[config.mk]
export PLATFORM = sky130hd
export DESIGN_NAME = dortlu_mux_hakem
export DESIGN_NICKNAME = d
export VERILOG_FILES = /design/src/rtl/dortlu_mux_hakem.sv
export SDC_FILE = /design/constraint.sdc
export NUM_CORES = 1
export LEC_CHECK = 0
export CORE_MARGIN = 1
export CORE_UTILIZATION = 51
export DETAILED_ROUTE_END_ITERATION = 8
export GPL_TIMING_DRIVEN = 0
export PLACE_DENSITY_LB_ADDON = 0.2
export SLEW_MARGIN = 0
export SYNTH_ARGS = -nofsm -noshare
export SYNTH_HDL_FRONTEND = slang
export SYNTH_SLANG_ARGS = --single-unit
[constraint.sdc]
create_clock -name CLK -period 2.4 [get_ports CLK]
set_clock_uncertainty 0.15 [all_clocks]
set_input_delay 0.48 -clock CLK [delete_from_list [all_inputs] [get_ports CLK]]
set_output_delay 0.48 -clock CLK [all_outputs]
set_load 0.01 [all_outputs]
[src/rtl/dortlu_mux_hakem.sv]
// rtl/dortlu_mux_hakem.sv - round-robin arbiter driving the shared 4-to-1 mux select and enable
// Bursts are bounded by MAX_BURST; every ownership change passes through a one-cycle dead gap.
module dortlu_mux_hakem #(
  parameter int MAX_BURST = 4,
  parameter int CW        = 3
) (
  input  logic       CLK,
  input  logic       RST_N,
  input  logic [3:0] REQ,
  output logic [3:0] GNT,
  output logic [1:0] SEL,
  output logic       E,
  output logic       BUSY
);

  typedef enum logic [1:0] {IDLE, GRANT, GAP} state_t;

  state_t        state_q, state_d;
  logic [1:0]    owner_q, owner_d;
  logic [1:0]    ptr_q, ptr_d;
  logic [CW-1:0] cnt_q, cnt_d;
  logic [3:0]    gnt_q, gnt_d;
  logic [1:0]    sel_q, sel_d;
  logic          e_q, e_d;
  logic          busy_q, busy_d;

  logic [1:0]    pick_idx;
  logic          own_req;
  logic          others_req;
  logic          at_max;

  function automatic logic [1:0] pick(input logic [3:0] req, input logic [1:0] ptr);
    logic [1:0] idx;
    logic       found;
    logic [1:0] res;
    res   = ptr;
    found = 1'b0;
    for (int k = 0; k < 4; k++) begin
      idx = ptr + 2'(k);
      if (!found && req[idx]) begin
        res   = idx;
        found = 1'b1;
      end
    end
    return res;
  endfunction

  always_comb begin
    state_d    = state_q;
    owner_d    = owner_q;
    ptr_d      = ptr_q;
    cnt_d      = cnt_q;
    gnt_d      = gnt_q;
    sel_d      = sel_q;
    e_d        = e_q;
    busy_d     = busy_q;
    pick_idx   = pick(REQ, ptr_q);
    own_req    = REQ[owner_q];
    others_req = |(REQ & ~(4'b0001 << owner_q));
    at_max     = (cnt_q == CW'(MAX_BURST));

    case (state_q)
      IDLE, GAP: begin
        if (|REQ) begin
          state_d = GRANT;
          owner_d = pick_idx;
          cnt_d   = CW'(1);
          gnt_d   = 4'b0001 << pick_idx;
          sel_d   = pick_idx;
          e_d     = 1'b0;
          busy_d  = 1'b1;
        end else begin
          state_d = IDLE;
          gnt_d   = 4'b0000;
          e_d     = 1'b1;
          busy_d  = 1'b0;
        end
      end
      GRANT: begin
        // Release and forced rotation share the same exit: drop the grant, move the pointer past the owner.
        if (!own_req || (at_max && others_req)) begin
          state_d = GAP;
          gnt_d   = 4'b0000;
          e_d     = 1'b1;
          busy_d  = 1'b1;
          ptr_d   = owner_q + 2'd1;
        end else if (at_max) begin
          cnt_d = CW'(1);
        end else begin
          cnt_d = cnt_q + CW'(1);
        end
      end
      default: begin
        state_d = IDLE;
        gnt_d   = 4'b0000;
        e_d     = 1'b1;
        busy_d  = 1'b0;
      end
    endcase
  end

  always_ff @(posedge CLK or negedge RST_N) begin
    if (!RST_N) begin
      state_q <= IDLE;
      owner_q <= 2'd0;
      ptr_q   <= 2'd0;
      cnt_q   <= '0;
      gnt_q   <= 4'b0000;
      sel_q   <= 2'd0;
      e_q     <= 1'b1;
      busy_q  <= 1'b0;
    end else begin
      state_q <= state_d;
      owner_q <= owner_d;
      ptr_q   <= ptr_d;
      cnt_q   <= cnt_d;
      gnt_q   <= gnt_d;
      sel_q   <= sel_d;
      e_q     <= e_d;
      busy_q  <= busy_d;
    end
  end

  assign GNT  = gnt_q;
  assign SEL  = sel_q;
  assign E    = e_q;
  assign BUSY = busy_q;

endmodule

==> notes.md, run 1 <==
Results of an implementation run.

Recorded from the global router log, the overflow total was 0. Power spread over the standard cell area amounts to 1230 nW/um^2. The detailed placer's ending HPWL is 1.31 mm. The type of the worst setup path is in2reg. The root buffer cell chosen for the clock tree is clkbuf_4. No sink is reached through more buffers than the 2 on the longest clock path. The congestion estimate from routability-driven global placement came to 0.808. The analysis reports a worst IR drop on VDD of just under 0.7 mV. The startpoint of the lowest-slack register-to-register path is SEL[0]. The vertical die dimension reported for this design is between 40 and 50 um. The critical path arrival is 2.14 ns. The minimum clock period after layout is 2.12 ns. The post-detailed-route count of antenna-violating nets is 0.

The worst setup path is launched from a primary input. The post-synthesis sequential element count is 15. After clock tree synthesis, the clock-pin slew on the worst setup and hold paths is about 0.090 ns. For this run, the total global-route usage over all layers was measured as 0.222. Per the OpenROAD power report, leakage power amounts to 0.463 nW. The number of gates resized after cts is 0. The count of pins over their slew limit is 0. The final setup TNS is 0 ns. For reference, the placement row count at floorplan is 14.

The top flip-flop cell by instance count after synthesis is dfrtp_1. The via count of the first global-routing pass is about 660. The tally of yosys warning messages is 0. The total count of hold-check failures in the final report is 0. After floorplanning, the die was sized to cover between 1500 and 2000 um^2. The count of H-tree levels built during CTS is 1.

The area figure in the yosys stat output is 882 um^2. The netlist area before placement is around 880 um^2. The run finished, with violations left.

The initial detailed-routing violation count is 11. The TritonCTS clock tree is done. The width of the die is roughly 44 um.

The startpoint of the most critical setup path is REQ[3]. Of all flip-flops after synthesis, the portion carrying an async set or reset was 1.00. For this design, the sink count on the clock tree is 15. The synthesized netlist net count is roughly 90. The synth_stat.txt file lists the number of cells as 76. The maximum number of pins on one net before global-route repair is 16. The overall power is between 0.001 and 0.0015 W.

The number of buffers added for setup after CTS is 0. The number of instances in the synthesized netlist is approximately 76. The number of diodes added for antenna fixing is 0. In the final report, the number of endpoints failing setup comes to 0.

The startpoint of the lowest-slack hold path is E. The average wire per cell in the routed design is between 15 and 20 um. Per the timing report, the biggest fanout along the worst path comes to 8.

The via total after detailed routing is 645. The initial utilization of the core area, before any placement, comes to 0.566. The number of enable-type register cells in the synthesized netlist is 0. The iteration count of the initial detailed-routing pass is 6. The tally of OpenROAD warnings is 30. The synthesis-to-layout area growth is 20.1%. The gate-level netlist out of Yosys references 37 unique cell types.

After detailed placement, the design holds a cell count of roughly 110. The clock latency on the worst-skew pair is around 0.29 ns. The path type of the worst min-delay path is reg2reg. The number of nets in the finished design is 106. The highest clock frequency the design can meet is approximately 470 MHz.

The initial antenna violation count is 0. The post-route fraction of the period consumed by the critical path is 0.884. Per the detail_route report, vias per standard cell equal 5.92. The DRC violation total left in the routed layout is recorded as 2.

The normalized max-slew margin is 0.542. The final reports fail on design-rule violations. The sequential share of the synthesized area is 0.427. The most critical hold endpoint after final layout shows a slack of ~0.31 ns. The wire length of the first global-routing pass is between 2 and 3 mm. The placement report lists the number of port buffers as 13. The kind of end point of the critical path is a register.

The report counts max-capacitance violations totalling 0. After synthesis, the mean cell area works out to 11.6 um^2.
-- run 1: through the flow --
step / worst slack, ns / util
after CTS: 0.293 / 0.680
after global placement: 0.00792 / 0.662
after floorplan: 0.480 / -
after global routing: 0.235 / 0.680
final: 0.279 / 0.680
after detailed placement: -0.00828 / 0.662
-- run 1: worst max-delay path: stages --
cell and delay [ns]:
clkdlybuf4s50_1 0.52, mux4_2 0.57, inv_2 0.11, o21a_4 0.16, mux2_4 0.30
-- run 1: synth_stat cells (2+ instances only) --
master     instances  area (um^2)
a211o_1            2         17.5
dfrtp_1           14          350
ha_1               6         75.1
inv_1              6         22.5
mux2_4             2         30.0
nand2b_1           5         31.3
nand4_1            4         25.0
nor2_1             2         7.51
nor2b_1            3         18.8
o21ai_0            2         10.0
o2bb2ai_1          2         17.5
o31ai_1            3         22.5
-- run 1: final cells by class --
cell class                 count  area [um^2]
timing repair buffer          13          130
fill                         132          499
tap                           16         20.0
inverter                       7         26.3
clock buffer                   3         22.5
multi-input combinational     54          479
sequential                    15          377
clock inverter                 1         5.00
-- run 1: state kept, by name, summed over array words and instances, names as in the netlist --
name,count
SEL,2
BUSY,1
cnt_q,3
state_q,2
ptr_q,2
E,1
GNT,4
-- run 1: where the power goes --
part / switching, W / total (W) / leakage, nW / internal [W]
registers: 0.0000989 / 0.000472 / 0.183 / 0.000373
clock network: 0.0000807 / 0.000143 / 0.0177 / 0.0000620
logic: 0.000326 / 0.000684 / 0.262 / 0.000358
total: 0.000506 / 0.00130 / 0.463 / 0.000793
-- run 1: final timing paths --
kind	endpoint	slack, ns	depth (start not counted)
hold / removal	E	0.31	2
min in group asynchronous	BUSY	0.45	1
setup / recovery	ptr_q[1]	0.28	5
setup reg to reg	ptr_q[1]	0.41	6
hold reg to reg	E	0.31	2
max in group asynchronous	GNT[1]	1.21	1
-- run 1: placed cells by master (no fill, tap or decap), types with 2 or more instances in the layout --
master	Yosys	final
a211o_1	2	2
clkbuf_4	0	3
clkdlybuf4s50_1	0	13
dfrtp_1	14	14
ha_1	6	6
inv_1	6	6
mux2_4	2	2
nand2b_1	5	5
nand4_1	4	4
nor2_1	2	2
nor2b_1	3	3
o21ai_0	2	2
o2bb2ai_1	2	2
o31ai_1	3	3
-- run 1: routing by layer --
layer | track usage | routed length [um]
met5 | 0 | 0
met2 | 0.358 | 852
met3 | 0.0417 | 55
met4 | 0.125 | 23
met1 | 0.279 | 796
-- run 1: cell families (layout without fill, tap and decap cells) --
logic type | count (synthesis) | after routing | share of synthesized area
flip-flops | 15 | 15 | 0.427
multiplexers | 4 | 4 | 0.0723
AND/OR/NAND/NOR | 23 | 23 | 0.176
adder cells (fa/ha/maj) | 6 | 6 | 0.0851
buffers and inverters | 7 | 24 | 0.0298
AND-OR/OR-AND | 21 | 21 | 0.210
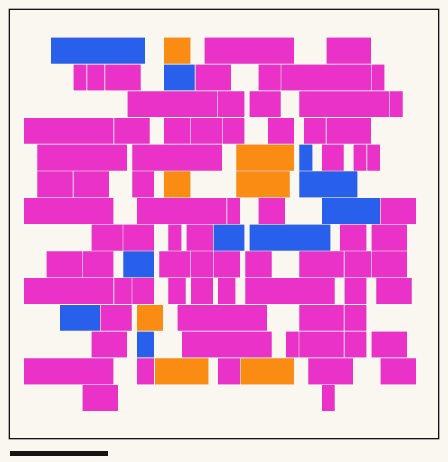
Run 1: cell sizes after repair
The bar under the picture is 10 um long.
[drive 3 to 4] orange | cells: 7 | share: 7.5%
[drive 1 or less] magenta | cells: 76 | share: 82%
[drive 2] blue | cells: 10 | share: 11%

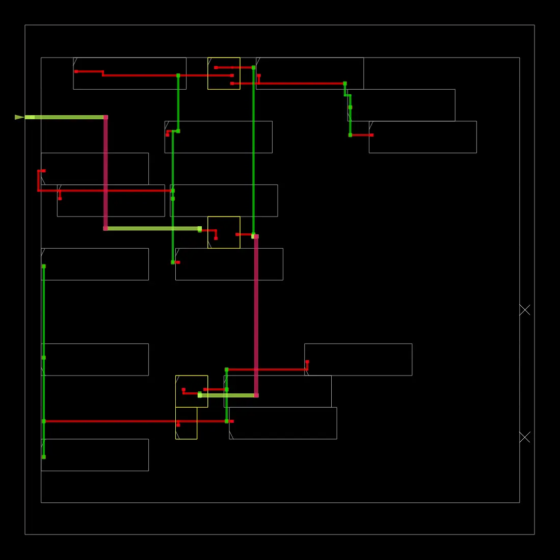
Run 1: the clock network
number of buffers added by the clock tree synthesis step: 3
Power Clock: 0.000143 W

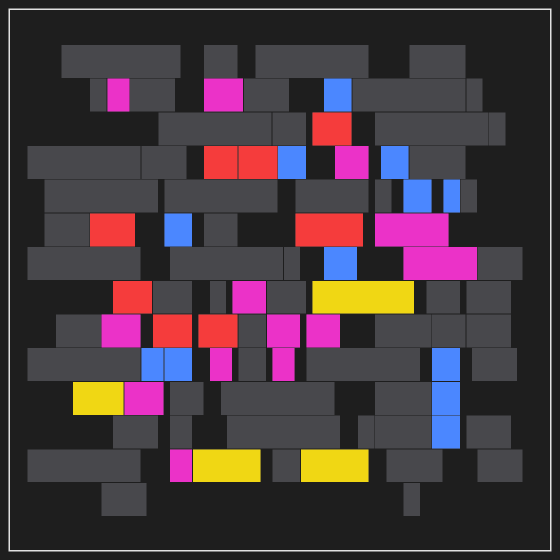
Run 1: logic cells by family
[NAND gates] blue | cells: 12 | most used: nand2b_1
[multiplexers] yellow | cells: 4 | most used: mux2_4 | where: bottom center
[inverting AOI/OAI gates] magenta | cells: 13 | most used: o31ai_1
[AND-OR and OR-AND gates] red | cells: 8 | most used: a211o_1
most frequent logic cell in the layout: dfrtp_1
non-filler instance count after layout: 109
combinational share of cell area: 0.452

## Run 2: what changed since run 1
- CORE_MARGIN: 1 -> unset
- clock period: 2.4 -> 2.3 ns (I/O delays scaled with it)
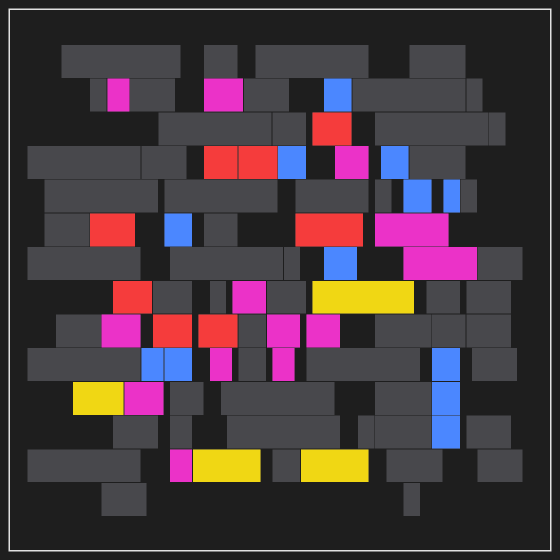
Run 2: logic cells by family
[inverting AOI/OAI gates] magenta | cells: 13 | most used: o31ai_1
[AND-OR and OR-AND gates] red | cells: 8 | most used: a211o_1
[multiplexers] yellow | cells: 4 | most used: mux2_4 | where: bottom center
[NAND gates] blue | cells: 12 | most used: nand2b_1

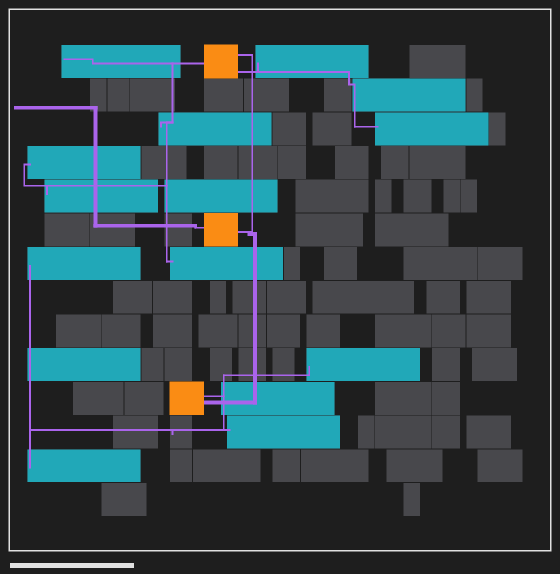
Run 2: clock distribution
The bar under the picture is 10 um long.
[cells driving clock nets] orange | count: 3
[flip-flops] cyan | count: 15
[clock wires] purple | length: 176 um
routed clock nets: 4
clock share of power: 0.110
Clk Latency, worst-skew pair: 0.29 ns
Power Clock: 0.000149 W

==> run 2 against run 1 <==
Against the previous run: the flow still finishes with violations (design-rule violations); synthesized cell count stayed put; first-iteration DRC count stayed put; cell count stayed put; combinational power is 4.4% higher; utilization stayed put; sequential share of layout area stayed put; die size stayed put; register-to-register slack worse by 0.10 ns; critical path depth stayed put; critical path type unchanged.
==> notes.md, run 2 <==
Results of an implementation run.

The run finished, with violations left. The final reports fail on design-rule violations. Across every metal layer, demand over resource in global routing totals 0.222. The critical path arrival is about 2.1 ns. The post-route fraction of the period consumed by the critical path is 0.913.

The number of warnings reported in the stage logs is 30. The count of H-tree levels built during CTS is 1. The number of buffer and inverter instances along the worst setup path is 2. For reference, the top cells by count after synthesis are 14 x dfrtp_1, 6 x ha_1, 6 x inv_1.

The overall overflow remaining after global route is 0. The smallest hold slack is 0.315 ns. For this run, the chip area from Yosys synthesis comes to between 800 and 900 um^2. The wire length of the first global-routing pass is slightly below 3 mm. Of the post-synthesis cell area, the dominant cell type holds 0.397. The most numerous logic cell after layout is dfrtp_1. Dividing total power by cell area gives a power density of approximately 1300 nW/um^2.

The buffer_ports step reported a buffer count of 13. Max-slew check failures listed in the final report amount to 0. Looking at area per cell type in the netlist, the leader is dfrtp_1. The number of nets in the finished design is ~110. The kind of end point of the critical path is a register. The number of buffers added for setup after CTS is 0. For reference, the top cells by area after synthesis are dfrtp_1 40%, ha_1 8.5%, nand2b_1 3.5%.

The delay of the slowest critical-path stage is 0.57 ns. The post-synthesis sequential element count is 15. The startpoint type of the worst setup path is a primary input. The root buffer cell is clkbuf_4. By instance count after routing, the leading logic cell types are 14 x dfrtp_1, 13 x clkdlybuf4s50_1, 6 x inv_1, 6 x ha_1, 5 x nand2b_1. The fraction of registers with async set or reset after synthesis is 1.00.

Entering global routing, the biggest net connects 16 pins. The overall power is between 0.001 and 0.0015 W. The post-detailed-route count of antenna-violating nets is 0.

The initial antenna violation count is 0. The internal power consumption is 0.000828 W. The vertical die size is ~44 um. The netlist uses 37 different library cells. The total count of hold-check failures in the final report is 0. The synthesis-to-layout area growth is 20.1%. In this run the horizontal extent of the chip is ~44 um. The path type of the worst min-delay path is reg2reg.

The commonest register cell is dfrtp_1. The buffer levels on the longest clock path is 2. By instance count, the leading cell after synthesis is dfrtp_1. The script parses the final routing iteration and logs DRC violations as 2. The average instance in the mapped netlist occupies approximately 12 um^2.

The synthesized netlist net count is approximately 88. The via density per instance is ~5.9. The worst path in the final design needs a cycle of roughly 2.1 ns, including I/O delays and setup. The type of the worst setup path is in2reg. The sequential share of the synthesized area is 0.427. The kind of cell adding the most delay to the critical path is multiplexers.

The initial core utilization is 0.566.
-- run 2: cell counts after synthesis --
No cell type changed its count.
-- run 2: worst min-delay path, cell delays in order (launching register included) --
cell,delay (ns)
dfstp_2,0.38
inv_1,0.04
a21oi_1,0.05
-- run 2: kinds of logic after synthesis --
group / synth area share
muxes: 0.0723
adders and majority gates: 0.0851
DFF: 0.427
AOI/OAI and AO/OA: 0.210
buffers and inverters: 0.0298
and+or+nand+nor: 0.176
-- run 2: area by class of cell --
type	count	area, um^2
clock buffer	3	22.5
clock inverter	1	5.00
fill	132	499
inverter	7	26.3
multi-input combinational	54	479
sequential	15	377
tap	16	20.0
timing repair buffer	13	130
-- run 2: worst paths after layout --
path,endpoint,slack (ns),from,cells after the start
max,ptr_q[1],0.20,REQ[3],5
min,E,0.31,E,2
max reg2reg,ptr_q[1],0.31,SEL[0],6
min reg2reg,E,0.31,E,2
max in group asynchronous,GNT[1],1.13,RST_N,1
min in group asynchronous,BUSY,0.43,RST_N,1
-- run 2: per-stage QoR --
step                      cells  worst slack [ns]
final                       109             0.199
after global routing        109             0.155
after CTS                   109             0.213
after detailed placement    105           -0.0883
after global placement      105           -0.0721
after floorplan              76             0.380
-- run 2: power by group through the flow --
| stage | Combinational [W] | Sequential, W | Clock [W] |
|---|---|---|---|
| detailed placement | 0.000714 | 0.000502 | 0 |
| CTS | 0.000720 | 0.000495 | 0.000154 |
| global placement | 0.000697 | 0.000492 | 0 |
| global route | 0.000797 | 0.000510 | 0.000169 |
| floorplan | 0.000445 | 0.000511 | 0 |
| finish | 0.000714 | 0.000493 | 0.000149 |
-- run 2: metal layers --
metal,share of wire,routed length [um],vias up,GRT usage
met2,0.49,852,12,0.358
met1,0.46,796,312,0.279
met4,0.013,23,0,0.125
met3,0.032,55,4,0.0417
met5,0,0,-,0
li1,-,-,317,-
Run 2, cell sizes after repair:
The bar under the picture is 10 um long.
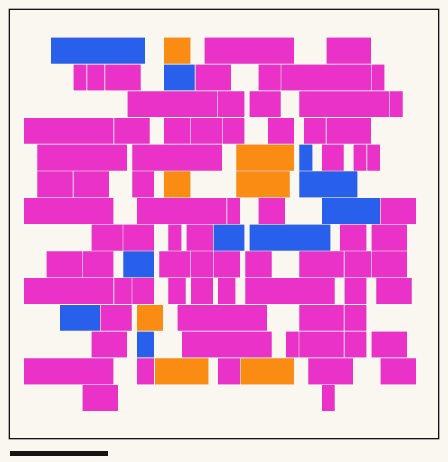

## Run 3: what changed since run 2
- CTS_BUF_LIST: unset -> sky130_fd_sc_hd__clkbuf_16
- REMOVE_ABC_BUFFERS: unset -> 1
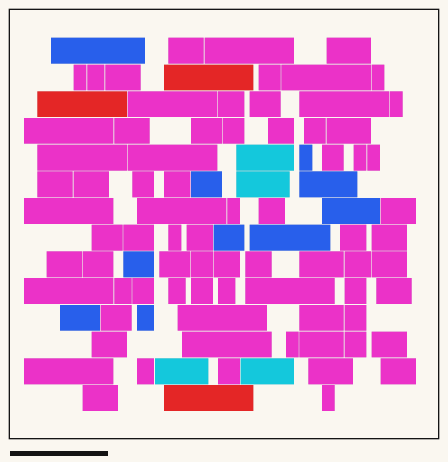
Run 3: cell sizes after repair
The bar under the picture is 10 um long.
[drive 1 or less] magenta | cells: 76 | share: 82%
[drive 2] blue | cells: 10 | share: 11%
[drive 6 and up] red | cells: 3 | share: 3.2%
[drive 3 to 4] cyan | cells: 4 | share: 4.3%

==> run 3 against run 2 <==
Against the previous run: the run still ends with design-rule violations left; routed wire length down 2.3%; synthesized cell count did not move; sequential power rose by 0.8%; first-iteration DRC count grew 9.1%; sequential share of layout area decreased by 1.7 points; utilization grew 3.4 points; critical endpoint unchanged; largest power group unchanged.
==> notes.md, run 3 <==
Results of an implementation run.

The clock slew at the register clock pins of the worst setup and hold paths is around 0.050 ns. The area taken by flip-flops and latches is approximately 380 um^2. After routing, the total negative slack on setup checks comes to 0 ns. The average wire per cell in the routed design is roughly 15 um. Summing internal, switching and leakage power gives around 0.0015 W.

The via total after detailed routing is 653. For this run, global-route usage on met3 was measured as 0.0250. The power report puts the leakage power at just under 0.5 nW. The cell count of the worst reg-to-reg path is 6.

The most used flip-flop cell after synthesis is dfrtp_1. The initial detailed-routing violation count is 12. The register with the most flip-flops in the layout has 4 of them. The initial core utilization is 0.566. The number of buffers added for setup after CTS is 0. Before antenna repair, the detailed router went through 6 iterations. The TritonCTS clock tree is done.

The detailed placer's ending HPWL is approximately 1.3 mm. The placement row count is 14. The minimum clock period after layout is 2.14 ns. The cell type contributing the most total cell area after synthesis is dfrtp_1.

The switching power of the nets is around 0.00055 W. The via count of the first global-routing pass came to 663. The OpenROAD report gives the critical path a data arrival time of roughly 2.1 ns. The checks that failed: design-rule violations. The type of the worst setup path is in2reg. Of the total power, combinational logic draws 0.461. The routed design shows a via density per instance of ~6.0. Counting every instance in the synthesized netlist gives 76.

The global routing report lists combined usage of all routing layers as 0.214. Buffers placed on the I/O ports in this run total 13. Looking at the gate-level netlist, the highest instance count belongs to dfrtp_1. Per STA, the worst path is made up of clkdlybuf4s50_1 > mux4_2 > inv_2 > o21a_4 > mux2_4.

The fraction of registers with async set or reset after synthesis is 1.00. The width of the die is 43.6 um. The worst setup path is launched from a primary input. The number of diodes added for antenna fixing is 0.

The chip occupies between 1500 and 2000 um^2. The sequential share of the synthesized area is 0.427. The buffer levels on the longest clock path is 2. Per the slew report, the remaining headroom to the max-slew limit stands at 0.547.

The total power density per cell area is 1390 nW/um^2. The post-synth count of flops with an enable pin is 0. The highest clock frequency the design can meet is around 470 MHz. In this run the number of H-tree levels came out at 1. The clock share of power is 0.217. The tool warning count for the run is 29. The global routing met2 resource utilization is 0.349. Looking at the global route congestion table, the highest-usage layer is met2.

The warning tally printed by Yosys for this design is 0. The net count of the finished layout is 106. The timing report gives the biggest stage delay along the critical path as about 0.57 ns. Post-CTS repair ended up resizing 0 cells. The max-cap check violation count is 0. The number of cells reported by Yosys stat comes to between 70 and 80. The run finished, with violations left. The number of distinct library cell variants in the gate-level netlist after synthesis is 37.

The smallest hold slack is between 0.3 and 0.4 ns. The library cell used most frequently in the layout, excluding fill and tap cells, is dfrtp_1. The final-report setup violation count is 0. Of the post-synthesis cell area, the dominant cell type holds 0.397. The synthesized netlist has a Yosys-reported chip area of about 880 um^2. The startpoint of the most critical setup path is REQ[3]. The maximum number of pins on one net before global-route repair is 16. The minimum setup slack after placement is -0.0883 ns.

In this run the VDD rail shows a maximum IR drop of around 0.94 mV. The tree is rooted in a clkbuf_16. The top cell types in the final layout, fill and taps aside, are 14 x dfrtp_1, 13 x clkdlybuf4s50_1, 6 x inv_1, 6 x ha_1, 5 x nand2b_1. The worst hold path depth is 2. Switching power as a fraction of the total was reported as 0.355. Summing every instance area after synthesis gives 882 um^2.

TritonRoute reported its final design rule violation total as 2. The global routing report lists met1 layer usage as 0.273. The wire length of the first global-routing pass is between 2 and 3 mm. The layout report lists the multi-input gate area as roughly 480 um^2. In the finished design, the share of the clock period the worst path needs comes to 0.931.

Routability-driven placement finished with a final weighted congestion of 0.808. The path type of the worst min-delay path is reg2reg. The synthesis-to-layout area growth is 26.1%. Looking at the critical path, the highest net fanout was 8.

The number of inserted filler cells in the final layout is roughly 130. The power report lists cell-internal power as 0.000997 W. The worst setup margin is roughly 0.16 ns.
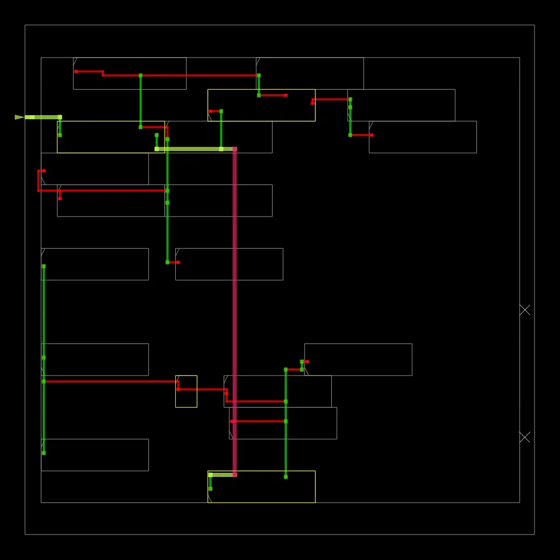
Run 3: the clock network
Num Clock Sinks: 15
Clk Latency, worst-skew pair: 0.24 ns
total of clock buffers placed in the layout: 3
flop count: 15

-- run 3: cell count changes in the layout (fill, tap and decap cells not counted) --
cell	change
clkbuf_16	+3
clkbuf_4	-3
-- run 3: layout make-up --
type	instances	share of cell area
Multi-Input combinational cell	54	0.431
Sequential cell	15	0.339
Inverter	7	0.0236
Tap cell	16	0.0180
Clock buffer	3	0.0675
Clock inverter	1	0.00450
Timing Repair Buffer	13	0.117
-- run 3: kinds of logic after synthesis --
group           count (synthesis)  synth area share
compound gates                 21             0.210
buf+inv                         7            0.0298
simple gates                   23             0.176
mux                             4            0.0723
fa+ha+maj                       6            0.0851
flops                          15             0.427
-- run 3: worst max-delay path, delay by kind of cell --
kind	cells	cell delay [ns]
muxes	2	0.87
buffers and inverters	2	0.63
AOI/OAI and AO/OA	1	0.16
-- run 3: final timing paths --
kind | end | slack, ns
setup reg to reg | ptr_q[1] | 0.32
setup / recovery | ptr_q[1] | 0.16
max in group asynchronous | cnt_q[1] | 1.09
min in group asynchronous | SEL[0] | 0.48
hold / removal | E | 0.31
hold reg to reg | E | 0.31
-- run 3: power groups by stage --
stage | Combinational, W | Sequential, W | Clock (W)
floorplan | 0.000445 | 0.000511 | 0
global placement | 0.000697 | 0.000492 | 0
detailed placement | 0.000714 | 0.000502 | 0
CTS | 0.000719 | 0.000497 | 0.000342
global route | 0.000798 | 0.000512 | 0.000352
finish | 0.000713 | 0.000497 | 0.000335
-- run 3: per-stage QoR --
step,util,cells
floorplan,-,76
global placement,0.662,105
detailed placement,0.662,105
CTS,0.713,109
global route,0.713,109
finish,0.713,109
-- run 3: metal layers --
layer | vias up | share of wire | wire length (um)
li1 | 321 | - | -
met1 | 317 | 0.46 | 779
met2 | 13 | 0.48 | 817
met3 | 2 | 0.037 | 62
met4 | 0 | 0.016 | 27
met5 | - | 0 | 0
Power is estimated from default activity; no workload was simulated.
